### config.mk
export PLATFORM = sky130hd
export DESIGN_NAME = pc_fetch_ctrl_flat
export DESIGN_NICKNAME = d
export VERILOG_FILES = /design/src/rtl/pc_fetch_ctrl_if.sv /design/src/rtl/pc_fetch_ctrl.sv /design/src/flat_wrapper.sv
export SDC_FILE = /design/constraint.sdc
export NUM_CORES = 1
export LEC_CHECK = 0
export CORE_MARGIN = 1
export CORE_UTILIZATION = 53
export CTS_CLUSTER_DIAMETER = 60
export DETAILED_ROUTE_END_ITERATION = 8
export HOLD_SLACK_MARGIN = 0.12
export PLACE_DENSITY = 0.81
export SLEW_MARGIN = 15
export SYNTH_ARGS = -nofsm -noshare
export SYNTH_HDL_FRONTEND = slang
export SYNTH_SLANG_ARGS = --single-unit
### constraint.sdc
create_clock -name clk -period 2.7 [get_ports clk]
set_clock_uncertainty 0.1 [all_clocks]
set_input_delay 0.27 -clock clk [delete_from_list [all_inputs] [get_ports clk]]
set_output_delay 0.27 -clock clk [all_outputs]
set_load 0.01 [all_outputs]
### src/rtl/pc_fetch_ctrl_if.sv
// Instruction-memory request/ack bus between the fetch sequencer and imem.
// The fetch side holds imem_addr steady until it sees imem_ack.
interface pc_fetch_ctrl_if;
  logic        imem_req;
  logic [31:0] imem_addr;
  logic        imem_ack;
  logic [31:0] imem_rdata;

  modport master (output imem_req, imem_addr, input imem_ack, imem_rdata);
  modport slave  (input imem_req, imem_addr, output imem_ack, imem_rdata);
endinterface

### src/rtl/pc_fetch_ctrl.sv
// Fetch-stage sequencer: owns the PC, runs the imem handshake, applies redirects
// and feeds decode through a one-deep slot backed by a one-entry skid buffer.
module pc_fetch_ctrl #(
  parameter logic [31:0] RESET_PC = 32'h0000_3000,
  parameter logic [31:0] EXC_VEC  = 32'h0000_4180
) (
  input  logic               clk,
  input  logic               rst_n,
  input  logic               stall,
  input  logic               redirect_valid,
  input  logic [1:0]         redirect_op,
  input  logic [31:0]        redirect_pc,
  input  logic [25:0]        redirect_imm,
  input  logic [31:0]        redirect_ra,
  input  logic               exc_valid,
  pc_fetch_ctrl_if.master    imem,
  output logic               if_valid,
  output logic [31:0]        if_pc,
  output logic [31:0]        if_pc4,
  output logic [31:0]        if_instr,
  output logic               addr_err
);

  typedef enum logic [1:0] {BOOT, FETCH, SKID} state_t;

  state_t      state_q, state_d;
  logic [31:0] pc_q, pc_d;
  logic        kill_pend_q, kill_pend_d;
  logic [31:0] pend_target_q, pend_target_d;
  logic [31:0] skid_pc_q, skid_pc_d;
  logic [31:0] skid_instr_q, skid_instr_d;
  logic        if_valid_d, addr_err_d;
  logic [31:0] if_pc_d, if_pc4_d, if_instr_d;

  logic        redirect_take, jr_misaligned, any_redirect, slot_free;
  logic [31:0] branch_target, jump_target, target;

  assign imem.imem_req  = (state_q == FETCH);
  assign imem.imem_addr = pc_q;

  // Redirect target decode; an exception or a misaligned jr both land on EXC_VEC.
  always_comb begin
    redirect_take = redirect_valid && (redirect_op != 2'b00);
    branch_target = redirect_pc + 32'd4 +
                    {{14{redirect_imm[15]}}, redirect_imm[15:0], 2'b00};
    jump_target   = {redirect_pc[31:28], redirect_imm, 2'b00};
    jr_misaligned = redirect_take && (redirect_op == 2'b11) &&
                    (redirect_ra[1:0] != 2'b00);
    any_redirect  = exc_valid || redirect_take;
    case (redirect_op)
      2'b01:   target = branch_target;
      2'b10:   target = jump_target;
      default: target = redirect_ra;
    endcase
    if (exc_valid || jr_misaligned)
      target = EXC_VEC;
  end

  always_comb begin
    state_d       = state_q;
    pc_d          = pc_q;
    kill_pend_d   = kill_pend_q;
    pend_target_d = pend_target_q;
    skid_pc_d     = skid_pc_q;
    skid_instr_d  = skid_instr_q;
    if_valid_d    = if_valid;
    if_pc_d       = if_pc;
    if_pc4_d      = if_pc4;
    if_instr_d    = if_instr;
    addr_err_d    = jr_misaligned && !exc_valid;
    slot_free     = !if_valid || !stall;

    case (state_q)
      BOOT: begin
        state_d = FETCH;
        if (any_redirect)
          pc_d = target;
      end
      FETCH: begin
        if (!stall)
          if_valid_d = 1'b0;
        if (any_redirect) begin
          // Without an ack the old address must stay on the bus, so park the target.
          if_valid_d = 1'b0;
          if (imem.imem_ack) begin
            pc_d        = target;
            kill_pend_d = 1'b0;
          end else begin
            kill_pend_d   = 1'b1;
            pend_target_d = target;
          end
        end else if (imem.imem_ack) begin
          if (kill_pend_q) begin
            pc_d        = pend_target_q;
            kill_pend_d = 1'b0;
          end else if (slot_free) begin
            if_valid_d = 1'b1;
            if_pc_d    = pc_q;
            if_pc4_d   = pc_q + 32'd4;
            if_instr_d = imem.imem_rdata;
            pc_d       = pc_q + 32'd4;
          end else begin
            skid_pc_d    = pc_q;
            skid_instr_d = imem.imem_rdata;
            pc_d         = pc_q + 32'd4;
            state_d      = SKID;
          end
        end
      end
      SKID: begin
        if (any_redirect) begin
          pc_d       = target;
          if_valid_d = 1'b0;
          state_d    = FETCH;
        end else if (!stall) begin
          if_valid_d = 1'b1;
          if_pc_d    = skid_pc_q;
          if_pc4_d   = skid_pc_q + 32'd4;
          if_instr_d = skid_instr_q;
          state_d    = FETCH;
        end
      end
      default: state_d = BOOT;
    endcase
  end

  always_ff @(posedge clk or negedge rst_n) begin
    if (!rst_n) begin
      state_q       <= BOOT;
      pc_q          <= RESET_PC;
      kill_pend_q   <= 1'b0;
      pend_target_q <= 32'd0;
      skid_pc_q     <= 32'd0;
      skid_instr_q  <= 32'd0;
      if_valid      <= 1'b0;
      if_pc         <= 32'd0;
      if_pc4        <= 32'd0;
      if_instr      <= 32'd0;
      addr_err      <= 1'b0;
    end else begin
      state_q       <= state_d;
      pc_q          <= pc_d;
      kill_pend_q   <= kill_pend_d;
      pend_target_q <= pend_target_d;
      skid_pc_q     <= skid_pc_d;
      skid_instr_q  <= skid_instr_d;
      if_valid      <= if_valid_d;
      if_pc         <= if_pc_d;
      if_pc4        <= if_pc4_d;
      if_instr      <= if_instr_d;
      addr_err      <= addr_err_d;
    end
  end

endmodule

### src/flat_wrapper.sv
// flat-port wrapper written by rule: the top's interface ports become plain ports
module pc_fetch_ctrl_flat 
#(
  parameter logic [31:0] RESET_PC = 32'h0000_3000,
  parameter logic [31:0] EXC_VEC  = 32'h0000_4180
)
  (clk, rst_n, stall, redirect_valid, redirect_op, redirect_pc, redirect_imm, redirect_ra, exc_valid, if_valid, if_pc, if_pc4, if_instr, addr_err, imem_imem_req, imem_imem_addr, imem_imem_ack, imem_imem_rdata);
  pc_fetch_ctrl_if imem_i ();
  input  logic clk;
  input  logic rst_n;
  input  logic stall;
  input  logic redirect_valid;
  input  logic [1:0] redirect_op;
  input  logic [31:0] redirect_pc;
  input  logic [25:0] redirect_imm;
  input  logic [31:0] redirect_ra;
  input  logic exc_valid;
  output logic if_valid;
  output logic [31:0] if_pc;
  output logic [31:0] if_pc4;
  output logic [31:0] if_instr;
  output logic addr_err;
  output wire logic [$bits(imem_i.imem_req)-1:0] imem_imem_req;
  output wire logic [$bits(imem_i.imem_addr)-1:0] imem_imem_addr;
  input wire logic [$bits(imem_i.imem_ack)-1:0] imem_imem_ack;
  input wire logic [$bits(imem_i.imem_rdata)-1:0] imem_imem_rdata;
  assign imem_imem_req = imem_i.imem_req;
  assign imem_imem_addr = imem_i.imem_addr;
  assign imem_i.imem_ack = imem_imem_ack;
  assign imem_i.imem_rdata = imem_imem_rdata;
  pc_fetch_ctrl #(.RESET_PC(RESET_PC), .EXC_VEC(EXC_VEC)) u_core (.clk(clk), .rst_n(rst_n), .stall(stall), .redirect_valid(redirect_valid), .redirect_op(redirect_op), .redirect_pc(redirect_pc), .redirect_imm(redirect_imm), .redirect_ra(redirect_ra), .exc_valid(exc_valid), .imem(imem_i), .if_valid(if_valid), .if_pc(if_pc), .if_pc4(if_pc4), .if_instr(if_instr), .addr_err(addr_err));
endmodule
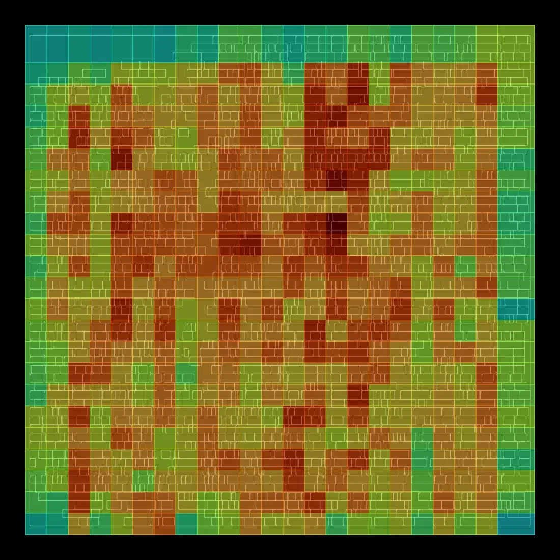
Run 1: track usage over the die
met3 GRT Util: 4.62%
GR Util met1: 42.3%
GRT Max-Usage Layer: met2
gr usage total: 31.7%

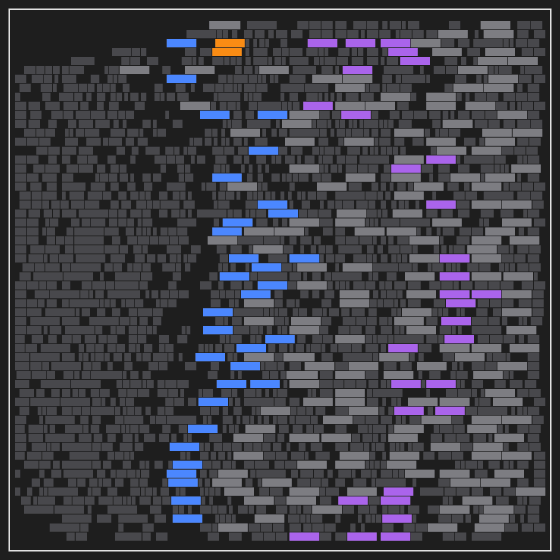
Run 1: sequential cells grouped by signal name
name in the netlist	color	flops
`u_core.if_pc`	purple	30
`u_core.pend_target_q`	blue	32
`u_core.state_q`	orange	2
not colored	163

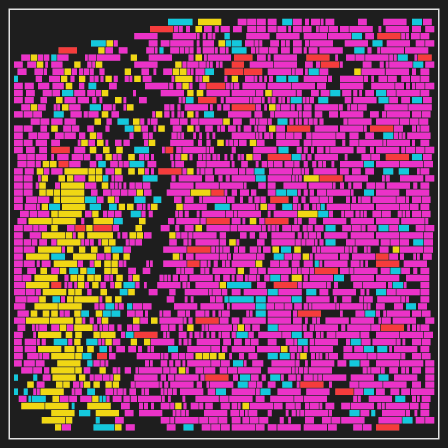
Run 1: cell sizes after repair
size	color	cells
x6 and larger	red	44
x1 and smaller	magenta	1,442
x2	cyan	144
x3 and x4	yellow	234
Final Instance Area: 0.0195 mm^2
Syn-to-layout area delta: 40.6%

==> impl_metrics.env, run 1 <==
# source this file to load flow results
export IMPL_status="complete, no violations"
export IMPL_grt_antenna_before_repair=0
export IMPL_critical_path_class="in2reg"
export IMPL_dieArea_mm2=0.0268
export IMPL_row_count=58
export IMPL_dpl_cell_area_mm2=0.0181
export IMPL_io_pins=261
export IMPL_grt_pass1_wl_um=66900
export IMPL_htree_levels=1
export IMPL_arrival_ns=2.95
export IMPL_port_buffer_count=260
export IMPL_synth_nets=1657
export IMPL_nets=2046
export IMPL_cp_slowest_cell="clkdlybuf4s50_1"
export IMPL_clock_sinks=227
export IMPL_wl_met1_um=18600
export IMPL_min_period_ns=2.70
export IMPL_power_density_mw_per_mm2=832
export IMPL_clk_pin_slew_worst_paths_ns=0.06
export IMPL_crit_fanout=4
export IMPL_insertion_delay_ns=0.51
[run 1: power breakdown]
group,switching [W],leakage (nW),internal [W]
registers,0.00112,2.96,0.00466
logic,0.00367,5.29,0.00379
clock network,0.00129,0.345,0.00169
[run 1: per-layer routing]
metal / vias to the layer above / track usage (%)
met5: - / 0
met4: 0 / 8.75
met3: 74 / 4.62
met2: 544 / 53.7
met1: 6242 / 42.3
li1: 6045 / -
[run 1: area by class of cell]
class                   count  area (um^2)
flip-flops and latches    227         5680
clock buffers              34          657
multi-input cells        1111         8320
well taps                 330          413
repair buffers            462         4290
fillers                  1717         5910
inverters                  23         86.3
clock inverters             7         41.3
[run 1: logic make-up after synthesis]
kind of cell    share of synthesized area [%]
simple gates                             14.4
xor+xnor                                 4.49
compound gates                           17.5
buf+inv                                  3.93
fa+ha+maj                                6.19
flops                                    41.0
mux                                      12.4
[run 1: cells in the mapped netlist, types with 9 or more instances]
cell	number	area (um^2)
a211oi_1	12	90.1
a21o_1	16	120
a21oi_1	57	285
a221o_1	12	120
a221oi_1	12	105
a22o_1	15	131
a31oi_1	12	75.1
and2_1	9	56.3
and3_1	24	150
buf_2	26	130
clkbuf_1	56	210
dfrtp_1	225	5630
ha_1	67	838
inv_1	23	86.3
mux2_2	74	833
mux2i_1	89	891
nand2_1	205	769
nand2b_1	11	68.8
nand3_1	23	115
nand4_1	16	100
nor2_1	89	334
nor3_1	14	70.1
o211ai_1	15	113
o21a_1	9	67.6
o21ai_0	121	606
o21ai_1	43	215
xnor2_1	39	342
xor2_1	32	280
[run 1: what timing repair did]
item / in CTS / in global routing
setup buffers: 4 / 6
hold buffers: 1 / 0
endpoints found under the hold margin: 78 / 0
gates cloned: 0 / 0
setup endpoints to repair: 35 / 30
pin swaps: 31 / 34
resized: 64 / 72
Run 1, local utilization:
The die is cut into 16 by 16 equal tiles; black is low, pale yellow is high, 0 to 100% covered.
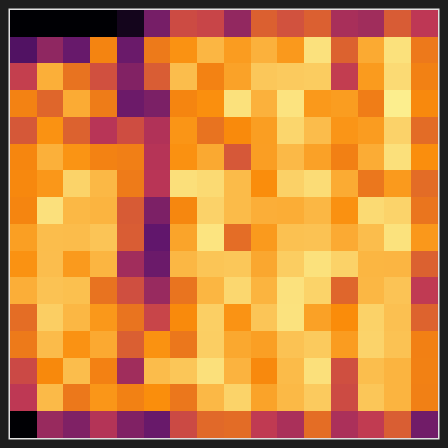

==> run 1 -> run 2 <==
- PLACE_DENSITY: 0.81 -> 0.79
- SLEW_MARGIN: 15 -> 20
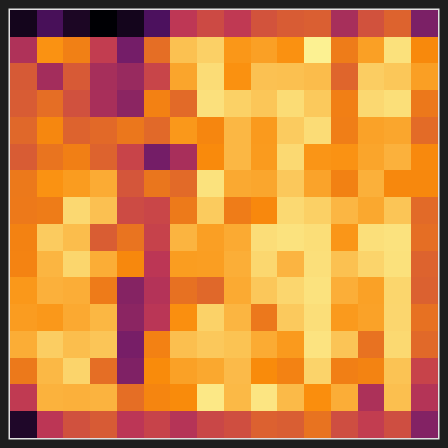
Run 2: local utilization
The die is cut into 16 by 16 equal tiles; black is low, pale yellow is high, 0 to 100% covered.
nearly empty tiles	0.40%
emptiest ninth of the die	top left
mean over tiles	72%

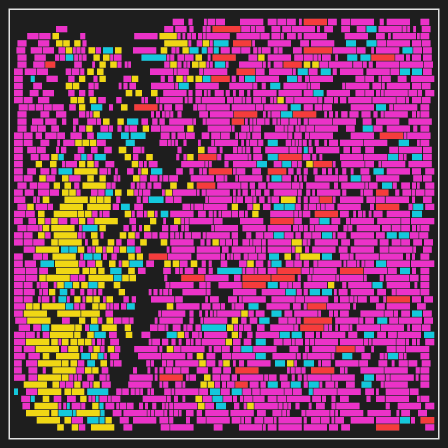
Run 2: cell sizes after repair
size	color	cells
x3 and x4	yellow	242
x6 and larger	red	44
x1 and smaller	magenta	1,446
x2	cyan	138
Final Instance Area: 0.0196 mm^2
Syn-to-layout area delta: 41.4%

==> run 2 against run 1 <==
Via count is 1.2% higher. Sequential cell count stayed put. Fmax is 2.5% higher. Non-clock buffer count is 7 higher. Sequential power is 2% lower. Register-to-register slack worse by 0.06 ns. Total power is 2.8% higher. Final cell count is 0.27% higher. Global-route usage is 0.37 points higher. Area after synthesis stayed put. Clock power is 12% higher. Highest routed layer unchanged.
==> impl_metrics.env, run 2 <==
# source this file to load flow results
export IMPL_bufAreaShareNonClock_pct=22.2
export IMPL_nNonClkInverters=23
export IMPL_insertion_delay_ns=0.51
export IMPL_most_common_cell="dfrtp_1"
export IMPL_clkCellAreaFrac_pct=4.04
export IMPL_row_count=58
export IMPL_gr_usage_all_layers_pct=32.1
export IMPL_status="complete, no violations"
export IMPL_arrival_ns=2.94
export IMPL_crit_fanout=6
export IMPL_common_cells="dfrtp_1, nand2_1, o21ai_0, mux2i_1, nor2_1"
export IMPL_grt_pass1_wl_um=67700
export IMPL_nClkBuffers=33
export IMPL_flop_count=227
export IMPL_port_buffer_count=260
export IMPL_htree_levels=1
export IMPL_io_pins=261
export IMPL_clk_pin_slew_worst_paths_ns=0.06
export IMPL_dieArea_mm2=0.0268
export IMPL_cp_slowest_cell="clkdlybuf4s50_1"
export IMPL_die_width_um=164
export IMPL_buffers=469
export IMPL_min_period_ns=2.63
export IMPL_nets=2052
export IMPL_regArea_mm2=0.00568
export IMPL_comb_multi_input_count=1111
export IMPL_grt_overflow_total=0
export IMPL_comb_share_pct=42.2
export IMPL_dominant_cells="multi-input combinational cells"
export IMPL_topCellsByArea="dfrtp_1, mux2i_1, ha_1"
export IMPL_critical_path_class="in2reg"
export IMPL_wirelength_um=44200
export IMPL_yosys_area_top_type_share_pct=40.6
export IMPL_logic_area_mm2=0.00828
export IMPL_sh_seq_area_pct=29.0
export IMPL_dpl_cell_area_mm2=0.0181
export IMPL_synth_nets=1657
export IMPL_nWellTaps=330
-- run 2: netlist changes by cell type in the layout (fill, tap and decap cells not counted), moves of 3 or more --
cell           before  now
a21oi_1            50   45
a21oi_2             7   12
buf_4             187  196
buf_6               4    1
bufinv_16           0    4
clkinv_2            5    2
dlygate4sd2_1       7    4
-- run 2: worst max-delay path by stage --
stage / depth (start not counted) / to / from
3_5_place_dp: 12 / u_core.pend_target_q[16] / redirect_imm[2]
5_1_grt: 10 / u_core.imem.imem_addr[21] / redirect_pc[16]
4_1_cts: 10 / u_core.imem.imem_addr[26] / redirect_imm[7]
3_3_place_gp: 11 / u_core.imem.imem_addr[18] / redirect_imm[4]
2_1_floorplan: 12 / u_core.pend_target_q[25] / redirect_imm[1]
6_report: 12 / u_core.imem.imem_addr[18] / redirect_pc[16]
-- run 2: cell families after synthesis --
group,Yosys count,synth area share (%)
XOR/XNOR,71,4.49
multiplexers,163,12.4
buffers and inverters,121,3.93
AND-OR/OR-AND,380,17.5
adder cells (fa/ha/maj),68,6.19
flip-flops,227,41.0
AND/OR/NAND/NOR,429,14.4
-- run 2: per-layer routing --
| layer | routed length [um] | global-route usage (%) | vias to the layer above |
|---|---|---|---|
| li1 | - | - | 6045 |
| met1 | 18800 | 43.0 | 6377 |
| met2 | 21000 | 52.9 | 549 |
| met3 | 3100 | 4.72 | 91 |
| met4 | 1360 | 11.6 | 0 |
| met5 | 0 | 0 | - |
-- run 2: where the power goes --
group          internal [W]  switching [W]  leakage, nW
Combinational       0.00383        0.00383         5.33
Sequential          0.00466       0.000998         2.96
Clock               0.00205        0.00129        0.384
Total                0.0105        0.00612         8.68
-- run 2: repair_timing --
action	4_1_cts	5_1_grt
pin swaps	24	31
hold endpoints to repair	226	0
setup endpoints to repair	41	33
hold buffers	1	0
resized	64	64
setup buffers	4	8
Power figures rest on the tool's default switching activity, not on a simulated workload.
